[config.mk]
export PLATFORM = sky130hd
export DESIGN_NAME = branch_predict_btb
export DESIGN_NICKNAME = d
export VERILOG_FILES = /design/src/rtl/branch_predict_btb.sv
export SDC_FILE = /design/constraint.sdc
export NUM_CORES = 2
export LEC_CHECK = 0
export CORE_UTILIZATION = 55
export CTS_CLUSTER_DIAMETER = 30
export DETAILED_ROUTE_END_ITERATION = 16
export HOLD_SLACK_MARGIN = 0.03
export PLACE_DENSITY_LB_ADDON = 0.3
export RECOVER_POWER = 25
export SLEW_MARGIN = 20
export SYNTH_ARGS = -nofsm -noshare
export SYNTH_HDL_FRONTEND = slang
export SYNTH_SLANG_ARGS = --single-unit
[constraint.sdc]
create_clock -name CLK -period 6.15 [get_ports CLK]
set_input_delay 1.23 -clock CLK [delete_from_list [all_inputs] [get_ports CLK]]
set_output_delay 1.23 -clock CLK [all_outputs]
set_load 0.03 [all_outputs]
[src/rtl/branch_predict_btb.sv]
// Branch target buffer with saturating direction counters.
// Lookup (IF) is combinational on lookup_pc; update (EX/MEM) writes the resolved
// outcome at the rising edge; mispredict/redirect_pc are combinational on the
// update inputs; statistics are saturating registered counters.
// Ports:
//   CLK, nRST                       clock, async active-low reset
//   lookup_en, lookup_pc            IF lookup (lookup_en only qualifies statistics)
//   pred_hit, pred_taken, pred_npc  combinational prediction for lookup_pc
//   update_*                        resolved control-flow instruction
//   mispredict, redirect_pc         combinational resolve result
//   flush_all                       invalidate every entry at the next edge
//   stat_lookups, stat_mispred      saturating statistics counters
module branch_predict_btb #(
    parameter int unsigned ENTRIES  = 16,
    parameter int unsigned CTR_BITS = 2,
    parameter int unsigned STAT_W   = 32
) (
    input  logic              CLK,
    input  logic              nRST,
    input  logic              lookup_en,
    input  logic [31:0]       lookup_pc,
    output logic              pred_hit,
    output logic              pred_taken,
    output logic [31:0]       pred_npc,
    input  logic              update_en,
    input  logic [31:0]       update_pc,
    input  logic              update_taken,
    input  logic [31:0]       update_target,
    input  logic              update_pred_tkn,
    input  logic [31:0]       update_pred_npc,
    output logic              mispredict,
    output logic [31:0]       redirect_pc,
    input  logic              flush_all,
    output logic [STAT_W-1:0] stat_lookups,
    output logic [STAT_W-1:0] stat_mispred
);

    localparam int unsigned IDX_W = $clog2(ENTRIES);
    localparam int unsigned TAG_W = 30 - IDX_W;
    localparam logic [CTR_BITS-1:0] CTR_MAX  = '1;
    localparam logic [CTR_BITS-1:0] CTR_WEAK = CTR_BITS'(1 << (CTR_BITS - 1));

    logic [ENTRIES-1:0]  valid_q;
    logic [TAG_W-1:0]    tag_q    [ENTRIES];
    logic [31:0]         target_q [ENTRIES];
    logic [CTR_BITS-1:0] ctr_q    [ENTRIES];

    logic [IDX_W-1:0] lk_idx, up_idx;
    logic [TAG_W-1:0] lk_tag, up_tag;
    logic             up_hit;

    // pc[1:0] and the carried prediction direction carry no information here
    logic unused_bits;
    assign unused_bits = ^{lookup_pc[1:0], update_pc[1:0], update_pred_tkn};

    // Lookup path: index/tag split and prediction
    always_comb begin
        lk_idx     = lookup_pc[IDX_W+1:2];
        lk_tag     = lookup_pc[31:IDX_W+2];
        pred_hit   = valid_q[lk_idx] && (tag_q[lk_idx] == lk_tag);
        pred_taken = pred_hit && ctr_q[lk_idx][CTR_BITS-1];
        pred_npc   = pred_taken ? target_q[lk_idx] : (lookup_pc + 32'd4);
    end

    // Resolve path: actual next PC compared with the prediction carried down the pipe
    always_comb begin
        up_idx      = update_pc[IDX_W+1:2];
        up_tag      = update_pc[31:IDX_W+2];
        up_hit      = valid_q[up_idx] && (tag_q[up_idx] == up_tag);
        redirect_pc = update_taken ? update_target : (update_pc + 32'd4);
        mispredict  = update_en && (redirect_pc != update_pred_npc);
    end

    // Entry storage; flush wins over a same-cycle update
    always_ff @(posedge CLK or negedge nRST) begin
        if (!nRST) begin
            valid_q <= '0;
            for (int i = 0; i < int'(ENTRIES); i++) begin
                tag_q[i]    <= '0;
                target_q[i] <= '0;
                ctr_q[i]    <= '0;
            end
        end else if (flush_all) begin
            valid_q <= '0;
        end else if (update_en) begin
            if (up_hit) begin
                if (update_taken) begin
                    target_q[up_idx] <= update_target;
                    if (ctr_q[up_idx] != CTR_MAX) begin
                        ctr_q[up_idx] <= ctr_q[up_idx] + CTR_BITS'(1);
                    end
                end else if (ctr_q[up_idx] != '0) begin
                    ctr_q[up_idx] <= ctr_q[up_idx] - CTR_BITS'(1);
                end
            end else if (update_taken) begin
                valid_q[up_idx]  <= 1'b1;
                tag_q[up_idx]    <= up_tag;
                target_q[up_idx] <= update_target;
                ctr_q[up_idx]    <= CTR_WEAK;
            end
        end
    end

    // Saturating statistics, untouched by flush
    always_ff @(posedge CLK or negedge nRST) begin
        if (!nRST) begin
            stat_lookups <= '0;
            stat_mispred <= '0;
        end else begin
            if (lookup_en && (stat_lookups != '1)) begin
                stat_lookups <= stat_lookups + STAT_W'(1);
            end
            if (mispredict && (stat_mispred != '1)) begin
                stat_mispred <= stat_mispred + STAT_W'(1);
            end
        end
    end

endmodule

**Placed standard cells**

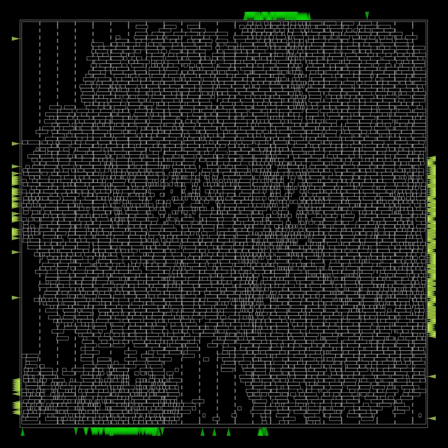
Seq cells: 1,040
Core Box Area: 98,300 um2
final standard cell utilization of the core: 69.6%
Placement Rows: 115

**Routed clock nets over the placement**

The bar under the picture is 100 um long.
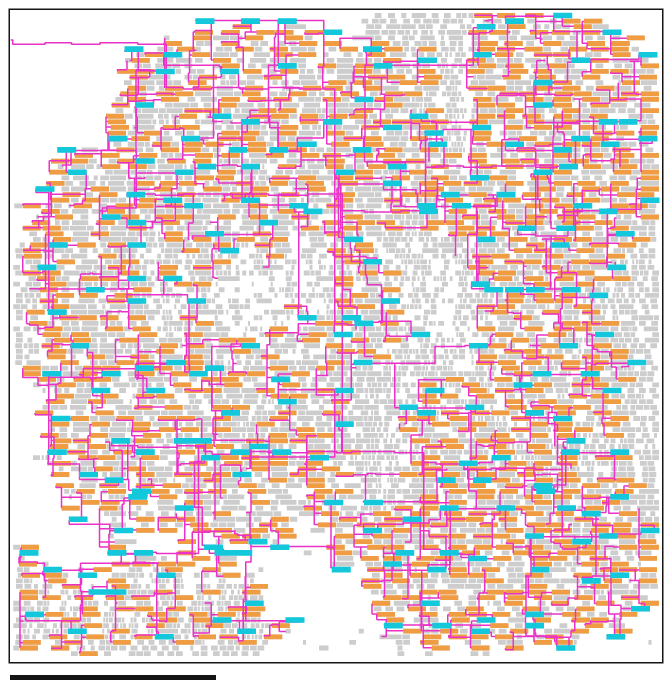
cells driving clock nets: in cyan, count 215. clock wires: in magenta, length 14,700 um. flip-flops: in orange, count 1,040.
There are 216 routed clock nets.

**Placed cells, one colour a class**

Fill, decap, tap and diode cells in grey.
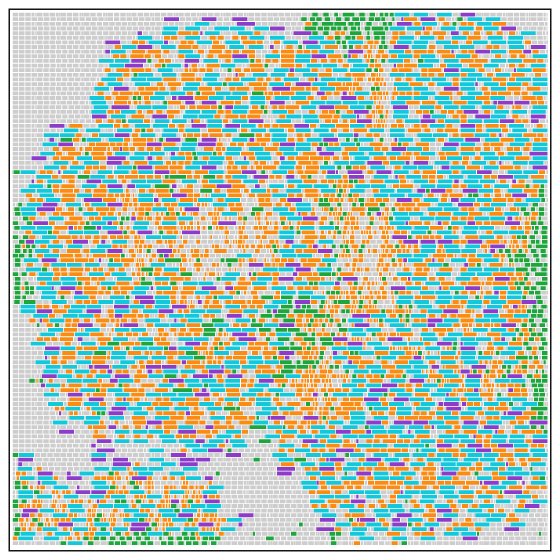
other buffers and delay cells: in green, cells 609, share of their area 9.1%. clock drivers and dummy loads: in purple, cells 403, share of their area 11%. all other logic: in orange, cells 2,473, share of their area 41%. flip-flops: in cyan, cells 1,040, share of their area 39%.

**Metal layers overlaid**

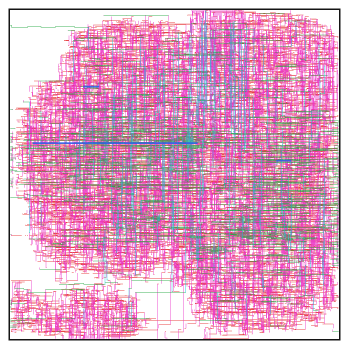
met1: in red, wire length 67.9 mm. met3: in green, wire length 19,900 um. met5: in blue, wire length 184 um. met2: in magenta, wire length 80.2 mm. met4: in cyan, wire length 7,980 um.

==> results.txt <==
Summary of the current implementation state.

- Setup repair after global routing could not meet its margin everywhere.
- Of the total power, registers draw 35.4%.
- The number of pins with negative max-slew slack in the final report is 874, for reference.
- The wire length of the first global-routing pass is 260,000 um, for reference.
- Per report_power, the Clock row totals 11.8 mW.
- The kind of end point of the critical path is an output port, for reference.
- On the final layout, the worst clock skew is 0.0428 ns.
- Summed over all sequential cells, the power is 8.34 mW.
- Summing all flip-flop and latch instances after layout gives 26,000 um2.
- The most frequent cell after synthesis is sky130_fd_sc_hd__dfrtp_1, for reference.
- The average cell area after synthesis is 14.1 um2, for reference.
- The TritonCTS clock tree is built, for reference.
- The horizontal die dimension is 317 um, for reference.
- The vias after detailed routing is 38,440, for reference.
- The clock latency on the worst-skew pair is 0.80 ns, for reference.
- The power report shows net switching accounting for 26.2% of the total.
- Summed over all failing endpoints, the final setup total negative slack is -0.402 ns.
- The dominant power group is clock, for reference.
- The checks that failed: max-capacitance violations, max-slew violations, negative setup slack.
- The share of synthesized registers carrying an async set or reset is 100%, for reference.
- The number of non-clock buffers is 609, for reference.
- Clock tree synthesis found a total of 1,040 sinks.
- The report lists the power per cell area as 345 nW/um2.
- The highest metal layer with signal wires is met5, for reference.
- The number of H-tree levels is 4, for reference.
- The proportion of layout cells with a drive suffix above 1 is 48.4%, for reference.
- According to the report, the first pass of detailed routing completed in 7 iterations.
- The routed design shows a wire length per standard cell of 30.3 um.
- The leakage power figure is 31.1 nW, for reference.
- The met1 capacity usage during global routing is 47.2%, for reference.
- The final layout contains 4,483 nets.
- The most used flip-flop cell is sky130_fd_sc_hd__dfrtp_1, for reference.
- Per the TritonCTS log, the buffer count is 215.
- The cell with the largest stage delay on the worst path is sky130_fd_sc_hd__mux4_2, for reference.
- The peak supply drop is 0.000253 V, for reference.
- The detailed placer's ending HPWL is 114,000 um, for reference.
- The area fraction of the largest cell type after synthesis is 47.7%.
- Counting every instance in the synthesized netlist gives 3,859.
- Listed in order, past its start point the critical path passes buf_16, buf_16, buf_4, buf_4, mux4_2, mux4_2, xnor2_2, buf_4, nand4_1, buf_4, nor4b_4, buf_4, nand3_1, o21ai_1, buf_4.
- The net switching component of the power is 6.19 mW, for reference.
- The number of global-route vias before repair came to 39,503.
- The post-route antenna net violation count is 0, for reference.
- The fraction of area in clock buffers and inverters is 11.0%, for reference.
- The final-report setup violation count is 10, for reference.
- The total of hold buffers inserted after clock tree synthesis is 0, for reference.
- The post-synthesis sequential element count is 1,040, for reference.
- The slew check shows that the tightest pin keeps a relative margin of -81.8%.
- The flow ran to the end, but the final reports show violations.
- The biggest area consumer among synthesized cells is sky130_fd_sc_hd__dfrtp_1, for reference.
- The cell type with the highest occurrence count on the critical path is sky130_fd_sc_hd__buf_4, for reference.
- The met2 track utilization from global routing is 53.2%, for reference.
- The number of clock buffer instances in the layout is 267, for reference.
- The detailed router reports a met2 wire length of 80,200 um.
- The flow reports that the clock network draws 50.0% of the design power.
- The layout stage reports a final design area of 68,400 um2.
- The worst setup slack after layout is -0.0904 ns, for reference.
- Max fanout on the critical path was recorded as 14.
- The critical path data required time is 4.92 ns, for reference.
- The number of antenna violations at the first check in global routing is 4, for reference.
- In this run the deepest clock path goes through 3 buffers.
- After layout, the minimum clock period comes to 6.24 ns.
- According to the cell report, the number of logic gates is 2,431.
- The number of warning messages in the yosys log is 0, for reference.
- In the Yosys stats the netlist draws on 82 distinct library cells.
- Once iteration 0 of detailed routing completed, the report listed 4,449 DRC markers.
- The placement summary gives the final routability congestion estimate as 0.991.
- The area share of buffers outside the clock network is 8.91%, for reference.
- Static timing analysis puts the maximum clock frequency at 0.160 GHz.
- The summed instance area of the synthesized netlist is 54,500 um2, for reference.
- The data arrival at the endpoint of the critical path is 5.01 ns, for reference.
- The synthesized netlist has a Yosys-reported chip area of 54,500 um2.
- Global routing used 11.8% of the available met3 tracks.
- For the combinational group, total power comes out at 3.45 mW.
- Across the whole layout, storage elements make up 38.0% of the cell area.
- The most common cell after layout, fill and taps aside is sky130_fd_sc_hd__dfrtp_1, for reference.
- The family with the most delay on the worst path is buffers and inverters, for reference.
- Global routing used 35.5% of the available tracks.
- The final hold slack is 0.480 ns, for reference.
- The synthesis run shows the most used standard cells to be 1,040 x sky130_fd_sc_hd__dfrtp_1, 942 x sky130_fd_sc_hd__mux2_2, 388 x sky130_fd_sc_hd__mux4_2.
- By area, combinational gates come first.
- In the layout the commonest cells are 1,040 x sky130_fd_sc_hd__dfrtp_1, 941 x sky130_fd_sc_hd__mux2_2, 388 x sky130_fd_sc_hd__mux4_2, 297 x sky130_fd_sc_hd__buf_4, 219 x sky130_fd_sc_hd__clkbuf_16.
- The number of nets produced by synthesis is 4,003, for reference.
- The number of cells reported by Yosys stat comes to 3,859.
- The largest net degree at the start of global routing is 155, for reference.
- OpenROAD emitted warnings numbering 43.
- The final layout contains routed wiring with a total length of 176,000 um.
- After synthesis, the cell types taking the most area are sky130_fd_sc_hd__dfrtp_1 48%, sky130_fd_sc_hd__mux2_2 19%, sky130_fd_sc_hd__mux4_2 16%.
- Clock tree synthesis selected as its root buffer the cell sky130_fd_sc_hd__clkbuf_16.
- The worst min-delay path category is reg2reg, for reference.
- The cell area reported after detailed placement is 60,800 um2, for reference.
- The number of synthesized flops with an enable pin is 0, for reference.
- The tool flagged a number of max-cap violations equal to 7.
- The wire length on met1 is 67,900 um, for reference.
- The critical path class is in2out, for reference.
- The final tally of hold violations is 0, for reference.
- The combinational group share of total power is 14.6%, for reference.
- The overall overflow remaining after global route is 0, for reference.
- In this design, the stage delay of the slowest critical-path cell is 0.52 ns.
- The internal power of the cells totals 17.4 mW.
- The number of antenna repair diodes is 1, for reference.
- The combinational gate area is 27,000 um2, for reference.
- Of the synthesized area, sequential elements account for 47.7%.
- Per the detail_route log, met3 wirelength is 19,900 um.
- The layout report gives the multi-input gate share of total cell area as 39.5%.
- The sum of buffers and inverters on the critical path is 8, for reference.
- The transition time recorded at the tightest slew-check pin is 2.73 ns.
- The busiest metal layer after global routing is met2, for reference.
- The filler cell count is 6,512, for reference.
- Pin placement for this block handled 266 I/O pins.
- The vertical die dimension reported for this design is 317 um.
- The final critical path takes up 101% of the cycle.
- Counting the inverters off the clock network in the layout gives 42.
- In this run the layout overhead on the synthesized area is reported as 25.5%.
- STA classifies the critical path startpoint as an input port.
- In the routed layout, each cell is associated on average with a via count of 6.61.
- Port buffering added 264 buffers.
- The total power is 23.6 mW, for reference.
- At the floorplan stage, the core utilization is reported as 55.5%.
- Looking at the worst setup and hold paths, the clock pins of their registers show a slew of 0.05 ns.
- The tapcell count is 1,287, for reference.
- The DRC violation count after routing is 0, for reference.
- The full die area is 100,000 um2, for reference.
-- timing repair --
item / 4_1_cts / 5_1_grt
cloned: 1 / 2
buffers inserted: 7 / 9
pin swaps: 2 / 6
setup endpoints to repair: 20 / 21
gates resized: 17 / 31
-- final timing paths --
| path | slack [ns] | depth (start not counted) | startpoint | endpoint |
|---|---|---|---|---|
| min in group asynchronous | 1.28 | 1 | nRST | target_q[258]$_DFFE_PN0P_ |
| worst min register to register | 0.48 | 1 | ctr_q[10]$_DFFE_PN0P_ | ctr_q[10]$_DFFE_PN0P_ |
| worst max register to register | 2.23 | 12 | tag_q[405]$_DFFE_PN0P_ | ctr_q[14]$_DFFE_PN0P_ |
| worst min-delay path | 0.48 | 1 | ctr_q[10]$_DFFE_PN0P_ | ctr_q[10]$_DFFE_PN0P_ |
| worst max-delay path | -0.09 | 15 | lookup_pc[2] | pred_npc[14] |
| max in group asynchronous | 1.30 | 2 | nRST | stat_lookups[12]$_DFFE_PN0P_ |
-- cell families (layout without fill, tap and decap cells) --
group | Yosys count | after routing | synth area share [%]
AND-OR/OR-AND | 282 | 282 | 3.44
other | 0 | 1 | 0
flip-flops | 1040 | 1040 | 47.7
AND/OR/NAND/NOR | 505 | 505 | 4.86
XOR/XNOR | 199 | 199 | 3.22
adder cells (fa/ha/maj) | 9 | 9 | 0.207
multiplexers | 1436 | 1436 | 37.5
buffers and inverters | 388 | 1054 | 3.04
-- state kept, by name, summed over array words and instances (netlist names) --
name	count
tag_q	416
ctr_q	32
stat_lookups	32
valid_q	16
stat_mispred	32
target_q	512
-- per-stage QoR --
stage          cells  setup slack (ns)
5_1_grt         5813           -0.0491
3_3_place_gp    5391            -0.348
2_1_floorplan   3859            0.0217
3_5_place_dp    5391            -0.359
4_1_cts         5801           0.00832
6_report        5813           -0.0904
Power and IR drop assume default switching activity.
